$ cat config.mk
export PLATFORM = sky130hd
export DESIGN_NAME = fsm_datapath
export DESIGN_NICKNAME = d
export VERILOG_FILES = /design/src/rtl/fsm_datapath.sv
export SDC_FILE = /design/constraint.sdc
export NUM_CORES = 1
export LEC_CHECK = 0
export CORE_MARGIN = 1.5
export CORE_UTILIZATION = 64
export DETAILED_ROUTE_END_ITERATION = 8
export DONT_BUFFER_PORTS = 1
export GPL_TIMING_DRIVEN = 0
export HOLD_SLACK_MARGIN = 0.02
export PLACE_DENSITY = 0.91
export SYNTH_ARGS = -nofsm -noshare
export SYNTH_HDL_FRONTEND = slang
export SYNTH_SLANG_ARGS = --single-unit
$ cat constraint.sdc
create_clock -name clk -period 4.9 [get_ports clk]
set_input_delay 0.98 -clock clk [delete_from_list [all_inputs] [get_ports clk]]
set_output_delay 0.98 -clock clk [all_outputs]
set_load 0.005 [all_outputs]
$ cat src/rtl/fsm_datapath.sv
// Execution datapath for the multi-cycle control FSM: operand muxes, ALU, X/S/H registers,
// status flags and a per-job load counter whose value is captured on done.
module fsm_datapath #(
  parameter int unsigned W  = 8,
  parameter int unsigned CW = 16
) (
  input  logic          clk,
  input  logic          rst,
  input  logic [W-1:0]  data_in,
  input  logic [1:0]    m0,
  input  logic [1:0]    m1,
  input  logic [1:0]    m2,
  input  logic          lx,
  input  logic          ls,
  input  logic          lh,
  input  logic          h,
  input  logic          done,
  output logic [W-1:0]  x_q,
  output logic [W-1:0]  s_q,
  output logic [W-1:0]  h_q,
  output logic          flag_z,
  output logic          flag_n,
  output logic          flag_c,
  output logic [W-1:0]  result,
  output logic          result_valid,
  output logic [CW-1:0] op_count
);

  localparam logic [CW-1:0] CntMax = '1;

  logic [W-1:0]  opa;
  logic [W-1:0]  opb;
  logic [W:0]    alu;
  logic [W-1:0]  wv;
  logic          load;
  logic [CW-1:0] cnt_q;
  logic [CW-1:0] cnt_d;

  always_comb begin
    opa = x_q;
    unique case (m0)
      2'b00: opa = x_q;
      2'b01: opa = s_q;
      2'b10: opa = h_q;
      2'b11: opa = data_in;
      default: opa = x_q;
    endcase
  end

  always_comb begin
    opb = x_q;
    unique case (m1)
      2'b00: opb = x_q;
      2'b01: opb = s_q;
      2'b10: opb = h_q;
      2'b11: opb = W'(1);
      default: opb = x_q;
    endcase
  end

  // Bit W is carry for add/shl and borrow for sub (set exactly when A < B unsigned).
  always_comb begin
    alu = '0;
    unique case (m2)
      2'b00: alu = {1'b0, opa} + {1'b0, opb};
      2'b01: alu = {1'b0, opa} - {1'b0, opb};
      2'b10: alu = {1'b0, opa};
      2'b11: alu = {opa, 1'b0};
      default: alu = '0;
    endcase
  end

  assign wv   = h ? alu[W:1] : alu[W-1:0];
  assign load = lx | ls | lh;

  // Count including the current cycle, saturating at the top.
  always_comb begin
    cnt_d = cnt_q;
    if (load && (cnt_q != CntMax)) begin
      cnt_d = cnt_q + 1'b1;
    end
  end

  always_ff @(posedge clk) begin
    if (rst) begin
      x_q          <= '0;
      s_q          <= '0;
      h_q          <= '0;
      flag_z       <= 1'b0;
      flag_n       <= 1'b0;
      flag_c       <= 1'b0;
      result       <= '0;
      result_valid <= 1'b0;
      op_count     <= '0;
      cnt_q        <= '0;
    end else begin
      if (lx) x_q <= wv;
      if (ls) s_q <= wv;
      if (lh) h_q <= wv;
      if (load) begin
        flag_z <= (wv == '0);
        flag_n <= wv[W-1];
        flag_c <= alu[W];
      end
      result_valid <= done;
      if (done) begin
        result   <= ls ? wv : s_q;
        op_count <= cnt_d;
        cnt_q    <= '0;
      end else begin
        cnt_q    <= cnt_d;
      end
    end
  end

endmodule

**Run 1: cell sizes after repair**

Scale: 3 px per um.
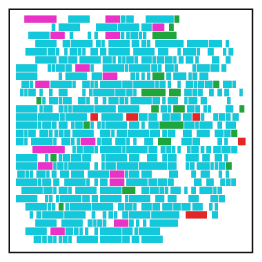
color	size	cells
green	_2 cells	19
red	_3 and _4 cells	5
cyan	_0 and _1 cells	423
magenta	_6 and larger	15
Post-Layout Inst Area: 4190 um^2
Synth-to-Final Area Change: 8.88%
Repair and plain buffers: 28
fin worst setup slack: 219 ps

**Run 1: cells colored by class**

Scale: 6 px per um.
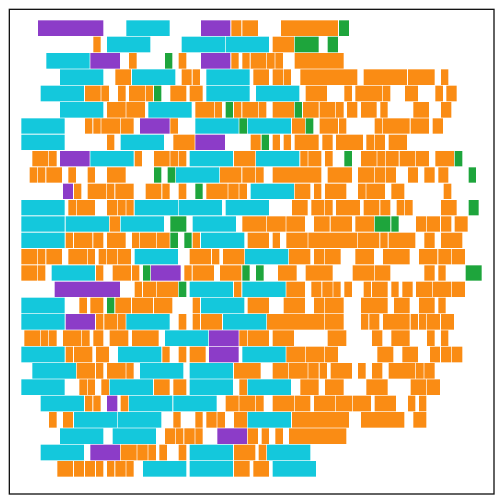
color	class	cells	share of their area
cyan	flops	68	33%
purple	clock drivers and dummy loads	16	5.7%
green	other buffers and delay cells	28	3.1%
orange	combinational and other logic	350	58%
Cell Rows: 28
final core occ: 71.6%
Seq area share: 32.5%
core footprint: 5850 um^2

**Run 1: M3 wires**

Scale: 4 px per um.
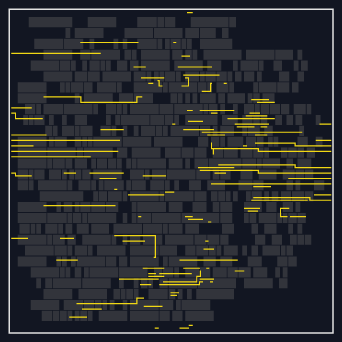
main direction	horizontal
wire length on this layer	745 um
longest straight run	29.8 um
nets with wire on the layer	76
share of all routed wire	7.2%
Routed WL: 10300 um
GR Util met3: 6.82%
vias: 3467

==> changes_impl.md, run 1 <==
### Physical design

- Status: completed
- Post-CTS Resized: 0
- CP Launch Type: primary input
- Pre-Place Util: 65.8%
- CLK BUF: 12
- Clock power frac: 30.0%
- H-tree levels: 3
- Worst setup path category: primary input to flip-flop
- Path depth of the worst reg2reg path: 14
- Die Size: 6490 um^2
- Per-cell routed wire length: 19.1 um
- FMAX: about 210 MHz
- Netlist cell types: 53
- Area reported by Yosys stat: about 3800 um^2
- I/O pin count: 73
- Critical path required time: between 5000 and 6000 ps
- Post-Synth Adder-Cell Area: 3.77%
- Tcrit/Tclk final: 95.5%
- Multi-input logic portion of the cell area: 55.4%
- Crit-path cells: buf_2, nor2b_1, clkbuf_1, inv_1, o22ai_1, ha_1, o211ai_1, o21ai_0, xor2_1, ha_1, o21ai_0, or2_2, a21oi_1, o31ai_1, a211oi_1, mux2i_1, o21ai_0
- Delay-heaviest family, CP: AND-OR/OR-AND gates
- Clock transition at path regs: 70 ps
- Pwr Total: 1760 uW
- Worst-path maximum fanout: 10
- Most Frequent Cell on Critical Path: o21ai_0
- # fillers: 441
- Setup Skew: 10.7 ps
- IO buf count: 0
- Layout Nets: 489
- Top non-seq family: simple AND/OR/NAND/NOR gates
- Post-Place Cells: 521
- Post-Syn Nets: 478
- Comb pwr: 573 uW
- MUX area fraction: 14.1%
- Rel. slew slack: approximately 52%
- DP HPWL: 7510 um
- Hold buffers post-CTS: 0
- Number of diodes: 0
- Count of tool warnings: 26
- CTS Root Buffer Type: clkbuf_8
- DRC Markers: 0
- Fraction of registers with async set/reset: 0%
- Final Hold Viols: 0
- Synth Instances: 446
- Synth Warn #: 0
- WP data arrival: 4960 ps
- Hold path depth: 2
- Setup_tns: 0 ps
- Total gr overflow: 0
- NonClk Buf Share: a little over 3%
- Total track usage: 32.5%
- Simple-Gate Fraction of Synth Area: 19.5%
- CP max stage cell: a211oi_1
- Max-cap violations: 0
- Ys cells: 446
- Clk tree area frac: 5.61%
- Top class by area: multi-input combinational cells
- Hold Slack: 492 ps
- Cell-internal power: 1160 uW
- Top pwr grp: registers
- RR Startpoint: x_q[0]$_SDFFE_PP0P_
- Power per cell area: 420 nW/um^2
- Final Max Slew Viols: 0
- Reg2reg end: result[5]$_SDFFE_PP0P_
- Layout cells sized above 1: between 8 and 9%
- Non-clk invs: 13
- Synth Cell Area: 3850 um^2
- Ao+oa area frac: around 17%
- Yosys reg bits: 68
- Worst hold-check path type: flip-flop to flip-flop
- Clk sinks: between 60 and 70
- Sw frac: 34.3%
- Mean post-synth cell area: 8.63 um^2
- Seq power: 657 uW
- Crit. Startpoint: m1[1]
- Sequential cell area: 1360 um^2
- Slowest stage delay, CP: approximately 590 ps
- Flop count: 68
- CTS tree: built
- Hold Crit Start: op_count[1]$_SDFFE_PP0P_
- Logic area: approximately 2300 um^2
- N_taps: between 70 and 80
- Worst setup EP type: flip-flop
- Worst Tran Pin Value: 714 ps
- EDFF count, synth: 0
- Initial antenna violation count: 0
- Seq share, synth: 35.4%
- Leakage: 0.00162 uW
- Setup Fix Bufs, Post-CTS: 0
- Switching power: 603 uW
- Post-DRT Antenna Nets: 0
- Vias in the first global route: 3306
- Final min period: 4680 ps
- Worst-case clock buffer depth: 2
- Largest net degree at the start of global routing: 12
- Crit path buf inv count: 3
- Dpl ws: -168 ps
- Top FF cell, synth: dfxtp_1
-- run 1: synthesized netlist by cell type, types with 4 or more instances --
master / count / share of area [%]
o21ai_0: 16 / 2.1
o211ai_1: 5 / 0.98
a21oi_1: 11 / 1.4
or2_2: 5 / 0.81
xnor2_1: 14 / 3.2
dfxtp_1: 68 / 35
clkbuf_1: 20 / 2.0
ha_1: 10 / 3.3
mux4_1: 5 / 3.4
inv_1: 13 / 1.3
and3_1: 4 / 0.65
xor2_1: 11 / 2.5
nand2_1: 30 / 2.9
o31ai_1: 4 / 0.78
nor2b_1: 4 / 0.65
o22ai_1: 4 / 0.65
a211oi_1: 28 / 5.5
nand3_1: 9 / 1.2
nor2_1: 82 / 8.0
o2bb2ai_1: 6 / 1.4
mux2i_1: 31 / 8.1
nor3_1: 12 / 1.6
a211o_1: 4 / 0.91
-- run 1: state kept, by name, indices dropped and copies added (netlist names) --
name          count
x_q               8
cnt_q            16
flag_n            1
flag_c            1
op_count         16
flag_z            1
s_q               8
result            8
h_q               8
result_valid      1
-- run 1: routing by layer --
layer  routed length [um]  part of all wire, %  vias to the layer above  GRT usage [%]
met5                    0                    0                        -              0
met4                  340                  3.3                        0           15.5
met3                  745                  7.2                       36           6.82
met2                 5380                   52                      164           60.3
met1                 3810                   37                     1644           34.6
li1                     -                    -                     1623              -
-- run 1: cells in the final DEF, fill, tap and decap left out, types with 5 or more instances in the layout --
master	Yosys	final
a211oi_1	28	27
a21oi_1	11	11
clkbuf_1	20	20
clkbuf_8	0	12
dfxtp_1	68	68
ha_1	10	10
inv_1	13	13
mux2i_1	31	31
mux4_1	5	5
nand2_1	30	30
nand3_1	9	9
nor2_1	82	82
nor3_1	12	12
o211ai_1	5	5
o21ai_0	16	16
o2bb2ai_1	6	6
or2_2	5	5
xnor2_1	14	14
xor2_1	11	11
==> inputs of run 2 (changes only) <==
--- a/config.mk
+++ b/config.mk
@@ -5,6 +5,7 @@
 export SDC_FILE = /design/constraint.sdc
 export NUM_CORES = 1
 export LEC_CHECK = 0
+export ABC_AREA = 1
 export CORE_MARGIN = 1.5
 export CORE_UTILIZATION = 64
 export DETAILED_ROUTE_END_ITERATION = 8
**Run 2: cell sizes after repair**

Scale: 3 px per um.
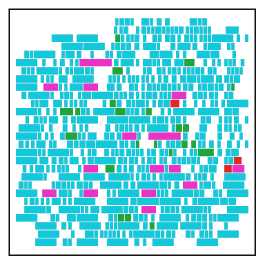
Post-Layout Inst Area: 4260 um^2
Repair and plain buffers: 18

**Run 2: cells colored by class**

Scale: 6 px per um.
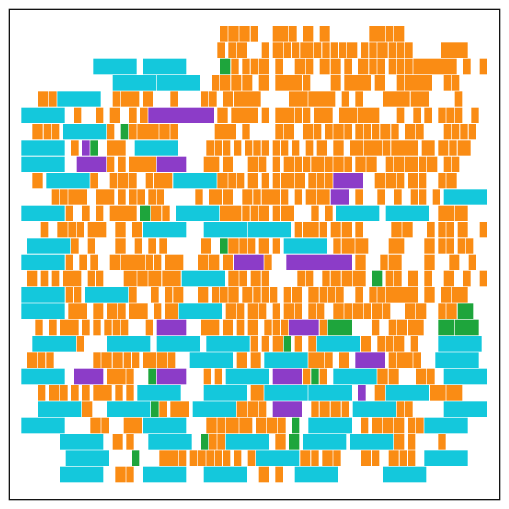
color	class	cells	share of their area
orange	combinational and other logic	513	60%
cyan	flops	68	33%
green	other buffers and delay cells	18	2.3%
purple	clock drivers and dummy loads	16	5.5%
Seq area share: 31.9%
final core occ: 72.0%

==> changes_impl.md, run 2 <==
### Physical design

- Routed vias/inst: 5.74
- WP data arrival: 4080 ps
- Peak VDD IR: 266 uV
- Final min period: 3810 ps
- Fin worst setup slack: ~1100 ps
- Worst setup EP type: flip-flop
- Per-cell routed wire length: approximately 15 um
- Power per cell area: 361 nW/um^2
- Crit-path cells: buf_2, inv_2, nor2_1, inv_1, o221ai_2, ha_1, inv_1, nor3_2, nor2_1, xor2_1, ha_1, a21oi_1, o21a_1, nand3_1, nand3_1, nand3_1, nand2_1, nand2_1, nor2_1, nand2_1, a21oi_2
- Layout cells sized above 1: 6.50%
- Dpl ws: approximately 850 ps
- Main area contributors: dfxtp_1 35%, nand2_1 15%, nand3_1 8.0%
- Hold buffers post-CTS: 0
- Setup Fix Bufs, Post-CTS: 0
- Netlist cell types: 40
- Synth Cell Area: 3940 um^2
- Largest net degree at the start of global routing: 12
- Worst Tran Pin Value: just over 600 ps
- CP Launch Type: primary input
- Clock transition at path regs: approximately 70 ps
- EDFF count, synth: 0
- Layout Nets: roughly 640
- Setup_tns: 0 ps
- I/O pin count: 73
- Mean post-synth cell area: about 6.6 um^2
- Max-cap violations: 0
- Total track usage: 32.4%
- Worst setup path category: primary input to flip-flop
- Initial antenna violation count: 0
- Ys cells: around 600
- CTS buffer count: 9
- Most frequent cells in the layout: 156 x nand2_1, 76 x inv_1, 68 x dfxtp_1
- Post-CTS Resized: 0
- Die Size: 6640 um^2
- Final Non-Filler Cells: 690
- Rel. slew slack: 59.3%
- Post-Place Cells: 674
- Worst hold-check path type: flip-flop to flip-flop
- Tcrit/Tclk final: 77.8%
- Pre-Place Util: 66.6%
- DP HPWL: ~8000 um
- Die Ht: 81.5 um
- Count of tool warnings: 26
- Seq share, synth: 34.5%
- CP max stage cell: ha_1
- Critical path required time: between 5000 and 6000 ps
- Drt pass-1 iters: 6
- Delay-heaviest family, CP: simple AND/OR/NAND/NOR gates
- Number of diodes: 0
- H-tree levels: 3
- Placed Area: between 4000 and 5000 um^2
- Area leader, netlist: dfxtp_1
- Post-DRT Antenna Nets: 0
- Synth-to-Final Area Change: 8.16%
- Initial DRC Count: 294
- Post-Syn Nets: 631
- Die W: 81.5 um
- Routed WL: 10200 um
- Core footprint: 5920 um^2
- Largest regs: cnt_q (16), op_count (16)
- Area leader share: between 30 and 40%
- Synth Instances: 599
- Final Max Slew Viols: 0
- Area reported by Yosys stat: approximately 4000 um^2
- Leakage: 0.00196 uW
- Fraction of registers with async set/reset: 0%
- Worst-path maximum fanout: 8
- Clk_lat worst skew: 340 ps
- Top FF cell, synth: dfxtp_1
- Hold Slack: 476 ps
- Vias: 3961
- RSZ-0062 raised after global routing: false
- CTS tree: built
- Status: completed
- Cell Rows: 28
- Final setup vio count: 0
- FMAX: 262 MHz
- Vias in the first global route: between 3k and 4k
- RePlAce Congestion: 0.995
- Slowest stage delay, CP: 340 ps
- Synth Warn #: 0
- # fillers: between 500 and 600
- Yosys reg bits: roughly 68
- Setup Skew: 8.70 ps
- IO buf count: 0
- CTS Root Buffer Type: clkbuf_8
- Post-synth top cells: 156 x nand2_1, 76 x inv_1, 68 x dfxtp_1
- DRC Markers: 0
- Dominant logic cell type in the layout: nand2_1
- Global-route wire length before repair: 16400 um
- Total gr overflow: 0
- Final Hold Viols: 0
- Clk sinks: 68
- Count leader, synth: nand2_1
- Crit path buf inv count: 4
- Worst-case clock buffer depth: 2
run 2: path summary, 6_finish.rpt:
check                         start                      to  cells after the start  slack [ps]
min reg2reg  result[5]$_SDFFE_PP0P_  result[5]$_SDFFE_PP0P_                      2         480
max                           m1[0]     flag_z$_SDFFE_PP0P_                     21        1090
min          result[5]$_SDFFE_PP0P_  result[5]$_SDFFE_PP0P_                      2         480
max reg2reg     x_q[1]$_SDFFE_PP0P_     flag_z$_SDFFE_PP0P_                     20        1790
run 2: cell families (layout without fill, tap and decap cells):
group,count (synthesis),count (layout),share of synthesized area [%]
simple gates,314,314,34.4
fa+ha+maj,11,11,3.68
flops,68,68,34.5
compound gates,84,84,11.9
xor+xnor,22,22,4.89
buf+inv,98,114,10.0
mux,2,2,0.540
run 2: cell type report:
type | count | area, um^2 | share of cell area, %
well taps | 75 | 93.8 | 2.20
clock buffers | 13 | 159 | 3.73
inverters | 80 | 300 | 7.04
flip-flops and latches | 68 | 1360 | 31.9
multi-input cells | 433 | 2190 | 51.3
clock inverters | 3 | 68.8 | 1.61
plain buffers | 18 | 95.1 | 2.23
run 2: through the flow:
stage | util, % | total power [uW]
global route | 72.0 | 1630
detailed placement | 68.2 | 1020
finish | 72.0 | 1540
floorplan | - | 935
global placement | 68.2 | 1010
CTS | 72.0 | 1540
run 2: routing by layer:
metal  track usage, %  part of all wire (%)  vias up
met2             57.5                    50      199
met5                0                     0        -
met3             11.6                   9.5       33
li1                 -                     -     1934
met4             14.8                   3.2        0
met1             34.0                    38     1795
run 2: power breakdown:
part	switching, uW	leakage [uW]	internal, uW
clock	201	0.000114	316
combinational	258	0.00129	138
sequential	41.9	0.000557	586
total	501	0.00196	1040
Power and IR drop assume default switching activity.
